Run 1, the metal 3 layer:
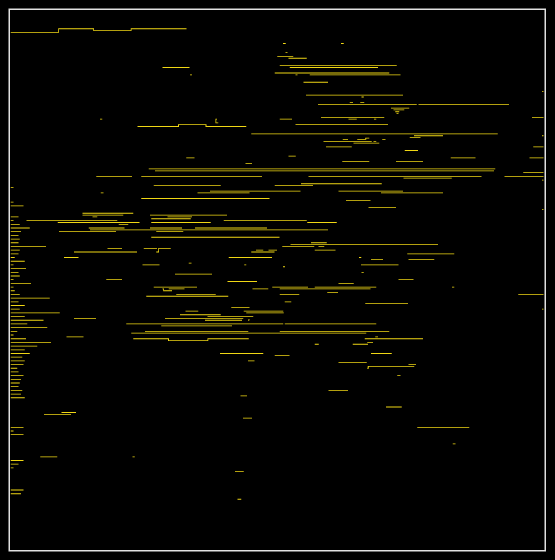
Run 1, logic cells by family:
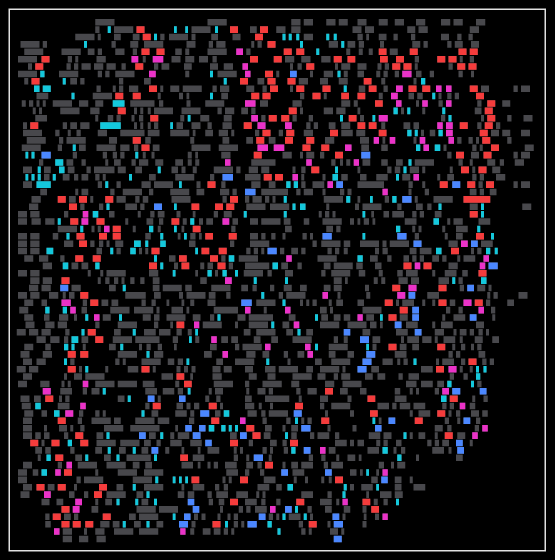
Run 1, where the registers sit:
Bar = 50 um. Other sequential cells in the stronger grey, the rest of the logic in the fainter grey.
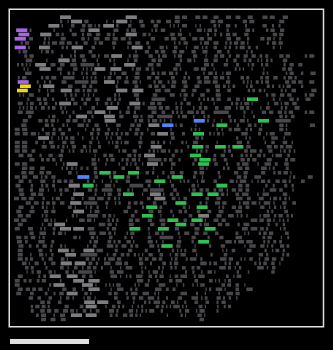
Run 1, routing congestion:
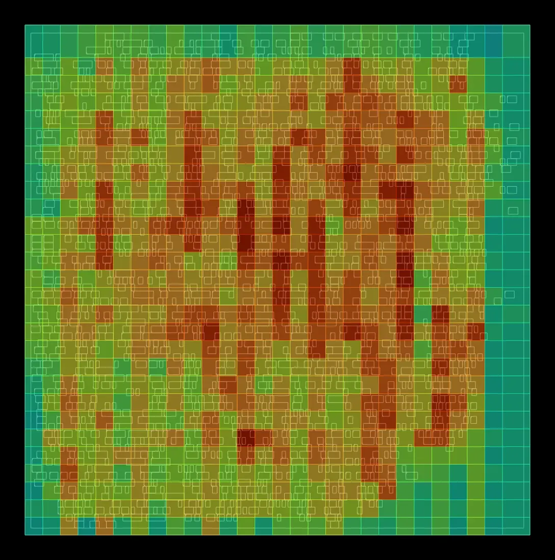
==> config.mk <==
export PLATFORM = sky130hd
export DESIGN_NAME = muldiv_unit
export DESIGN_NICKNAME = d
export VERILOG_FILES = /design/src/rtl/riscv_m_pkg.sv /design/src/rtl/muldiv_step.sv /design/src/rtl/muldiv_unit.sv
export SDC_FILE = /design/constraint.sdc
export NUM_CORES = 1
export LEC_CHECK = 0
export CAP_MARGIN = 25
export CELL_PAD_IN_SITES_DETAIL_PLACEMENT = 1
export CELL_PAD_IN_SITES_GLOBAL_PLACEMENT = 2
export CORE_AREA = 2 2 195 197
export CTS_CLUSTER_DIAMETER = 30
export DETAILED_ROUTE_END_ITERATION = 6
export DIE_AREA = 0 0 197 199
export PLACE_DENSITY_LB_ADDON = 0.2
export SKIP_LAST_GASP = 1
export SLEW_MARGIN = 10
export SYNTH_ARGS = -nofsm -noshare
export SYNTH_HDL_FRONTEND = slang
export SYNTH_SLANG_ARGS = --single-unit
==> constraint.sdc <==
create_clock -name clk -period 10.95 [get_ports clk]
set_input_delay 2.19 -clock clk [delete_from_list [all_inputs] [get_ports clk]]
set_output_delay 2.19 -clock clk [all_outputs]
set_load 0.01 [all_outputs]
==> ci_impl_report.md <==
### Metrics collected by this job

| Metric | Value |
|---|---|
| Status | `finished clean` |
| Largest net degree at the start of global routing | `89` |
| Worst Hold Depth | `2` |
| Number of global-route vias before repair | `13938` |
| Final setup fails | `0` |
| Initial antenna violation count | `0` |
| Critical Path Max Stage Delay | `760 ps` |
| Dpl hpwl | `44.1 mm` |
| Synthesized cell area | `12800 um^2` |
| Top cells by area | `dfxtp_1 17%, xnor2_1 8.5%, ha_1 6.9%` |
| Fraction of layout instances using a drive strength above 1 | `0.0506` |
| First-pass GRT wire length | `85.7 mm` |
| Worst Setup Start Kind | `primary input` |
| Max Clock Skew | `14.3 ps` |
| Resized cells post-CTS | `0` |
| Crit-path cells | `clkdlybuf4s50_1 -> nor2_1 -> nand3_1 -> inv_1 -> o21ai_0 -> a221oi_1 -> clkdlybuf4s50_1` |
| CTS Hold Bufs | `0` |
| Cells in synth_stat.txt | `1794` |
| # port buffers | `104` |
| EDFF count, synth | `0` |
| Floorplan Utilization | `0.346` |
| Ports | `105` |
| Tool warnings | `28` |
| Dominant cell by count in the synthesized netlist | `nand2_1` |
| Final Max Tran Viols | `0` |
| RSZ-0062 raised after global routing | `no` |
| FP Rows | `71` |
| Yosys Chip Area | `12800 um^2` |
| DR iter-0 viols | `980` |
| Clk_lat worst skew | `380 ps` |
| Final min period | `7460 ps` |
| Synth area leader | `dfxtp_1` |
| Leakage | `5.10 nW` |
| Combinational Power Share | `0.474` |
| Fin crit share | `0.682` |
| Avg Inst Size Synth | `7.15 um^2` |
| Synth Flop Type | `dfxtp_1` |
| Pwr Density | `112 nW/um^2` |
| Dpl cells | `2256` |
| Internal | `0.000904 W` |
| CP Class | `primary input to output pin` |
| Root buffer cell | `clkbuf_16` |
| CP dominant cell by count | `clkdlybuf4s50_1` |
| Clk sinks | `108` |
| Worst Path Arrival | `5270 ps` |
| Synth Instances | `1794` |
| Hold Violations, Final | `0` |
| Total core area | `37100 um^2` |
| Gp weighted congestion | `0.891` |
| Via count | `14033` |
| Worst min path class | `register to register` |
| Reg-to-reg slack, setup | `6010 ps` |
| N_diodes | `0` |
| Clock-pin slew on the worst setup and hold paths | `90 ps` |
| Post-DP Area | `14200 um^2` |
| DRT antenna net count | `0` |
| Crit. path cell count | `7` |
| Fin Setup TNS | `0 ps` |
| Routed len/inst | `24.8 um` |
| Via density | `6.18` |
| Synth Seq Share | `0.168` |
| Rel. slew slack | `0.299` |
| TritonRoute pass-1 iters | `7` |
| Worst VDD drop | `0.0819 mV` |
| Final worst setup slack | `3490 ps` |
| DRC Markers | `0` |
| Die ar. | `39200 um^2` |
| Synth warn | `0` |
| Fmax | `0.134 GHz` |
| Design area | `14500 um^2` |
| H-tree depth | `3` |
| Top cells by count | `166 x nand2_1, 156 x o21ai_0, 150 x a21oi_1` |
| Slew @ Worst Pin | `1040 ps` |
| Num CTS Buffers | `9` |
| Critical-path maximum fanout | `20` |
| Nets at Floorplan | `1938` |
| Setup bufs post-CTS | `0` |
| Psw | `0.000723 W` |
| Critical path buffers and inverters | `3` |
| Fillers | `4637` |
| Synth cell types | `77` |
| R2R cell count | `12` |
| Deepest clock path buffer count | `2` |
| NumNets Final | `1937` |
| Max cap viols | `0` |
| Grt ovf | `0` |
| Worst path required time | `8760 ps` |
| Max stage delay cell, worst path | `inv_1` |
| CTS tree | `yes` |
| Sequential fraction of design power | `0.299` |
| Post-synth ARST share | `0` |
| DP Worst Slack | `3510 ps` |
| Chip height | `199 um` |
| CP endpoint kind | `output pin` |
| Share of the synthesized area in the top cell type | `0.168` |
| Sw frac | `0.444` |
| Clock Power Share | `0.227` |
| Die width | `197 um` |
| Syn-to-layout area delta | `13.0%` |
| Synthesized registers | `108` |
| CP top delay family | `buffers and inverters` |
Notes on 'the metal 3 layer' above:
share of all routed wire: 5.4%
main direction: horizontal
longest straight run: 127 um
wire length on this layer: 3050 um
drt total wl: 56.3 mm
M3 GR Usage: 0.0400

Notes on 'logic cells by family' above:
[nor cells] cyan | cells: 203 | most used: nor2_1 | where: widely spread
[non-inverting ao/oa cells] blue | cells: 63 | most used: a21o_1
[xor and xnor cells] red | cells: 199 | most used: xnor2_1 | where: widely spread
[and/or cells] magenta | cells: 87 | most used: or3_1 | where: widely spread
multi-input gate share of total cell area: 0.681
Top cell excl fill/tap: nand2_1
Non-Filler Instances: 2272

Notes on 'where the registers sit' above:
[`cnt`] purple | placed flops: 5 | where: top left
[`state`] yellow | placed flops: 2
[`op`] blue | placed flops: 3
[`hi`] green | placed flops: 32
Seq area share: 0.149
Finished Core Util: 0.390

Notes on 'routing congestion' above:
total track usage: 0.286
GR peak layer: met2
met2 GRT Util: 0.461

==> run 1: layout make-up <==
class,count,area (um^2),share of cell area
clock buffer,9,225,0.0155
clock inverter,7,95.1,0.00656
inverter,63,236,0.0163
multi-input combinational,1473,9870,0.681
sequential,108,2160,0.149
tap,474,593,0.0409
timing repair buffer,138,1310,0.0906
==> run 1: layout by cell type, fill, tap and decap left out, types with 8 or more instances in the layout <==
cell / Yosys / final
nand2b_1: 26 / 26
a221oi_1: 28 / 28
dfxtp_1: 108 / 106
o21ai_0: 156 / 156
a211oi_1: 50 / 50
a22oi_1: 14 / 14
or2_2: 8 / 8
nor4_1: 12 / 12
nor2_1: 146 / 144
ha_1: 71 / 71
o41ai_1: 13 / 13
o21ai_1: 8 / 8
a222oi_1: 11 / 11
nand3_1: 31 / 31
o31ai_1: 31 / 31
o21bai_1: 8 / 8
clkbuf_16: 0 / 9
xnor2_1: 124 / 124
clkdlybuf4s50_1: 0 / 103
or3_1: 34 / 34
a21o_1: 20 / 20
nor2b_1: 10 / 9
a21oi_1: 150 / 150
buf_4: 1 / 34
inv_1: 63 / 63
o21a_1: 15 / 15
o221ai_1: 19 / 19
nor3_1: 28 / 28
a31oi_1: 10 / 10
or4_1: 18 / 18
o211ai_1: 19 / 19
nand2_1: 166 / 166
nand4_1: 14 / 14
mux2i_1: 50 / 50
xor2_1: 75 / 74
==> run 1: worst register-to-register path: cells and delay by family (launching register included) <==
| kind | cells | cell delay [ps] |
|---|---|---|
| and+or+nand+nor | 1 | 440 |
| xor gates and xnor gates | 1 | 150 |
| AOI/OAI and AO/OA | 7 | 2010 |
| adders and majority gates | 1 | 470 |
| muxes | 1 | 460 |
| buffers and inverters | 1 | 500 |
| DFF | 1 | 760 |
==> run 1: through the flow <==
step	power, W	hold WS (ps)
after global routing	0.00172	512
after floorplan	0.000992	449
after detailed placement	0.00126	457
after global placement	0.00124	458
after CTS	0.00163	470
final	0.00163	471
==> run 1: routing by layer <==
layer | share of wire | track usage
met3 | 0.054 | 0.0400
met2 | 0.45 | 0.461
met4 | 0.022 | 0.0757
met1 | 0.48 | 0.399
met5 | 0 | 0
==> run 1: logic make-up after synthesis <==
family	count (synthesis)	share of synthesized area
AND-OR/OR-AND	614	0.314
XOR/XNOR	199	0.136
adder cells (fa/ha/maj)	73	0.0723
buffers and inverters	213	0.0650
flip-flops	108	0.168
multiplexers	55	0.0434
AND/OR/NAND/NOR	532	0.201
==> run 1: power by group through the flow <==
stage                     sequential (W)  combinational, W  clock, W
after floorplan                 0.000453          0.000539         0
after global placement          0.000494          0.000751         0
after detailed placement        0.000494          0.000761         0
after CTS                       0.000485          0.000767  0.000376
after global routing            0.000490          0.000846  0.000385
final                           0.000486          0.000772  0.000369
No activity file was given, so power comes from the tool's default toggle rates.
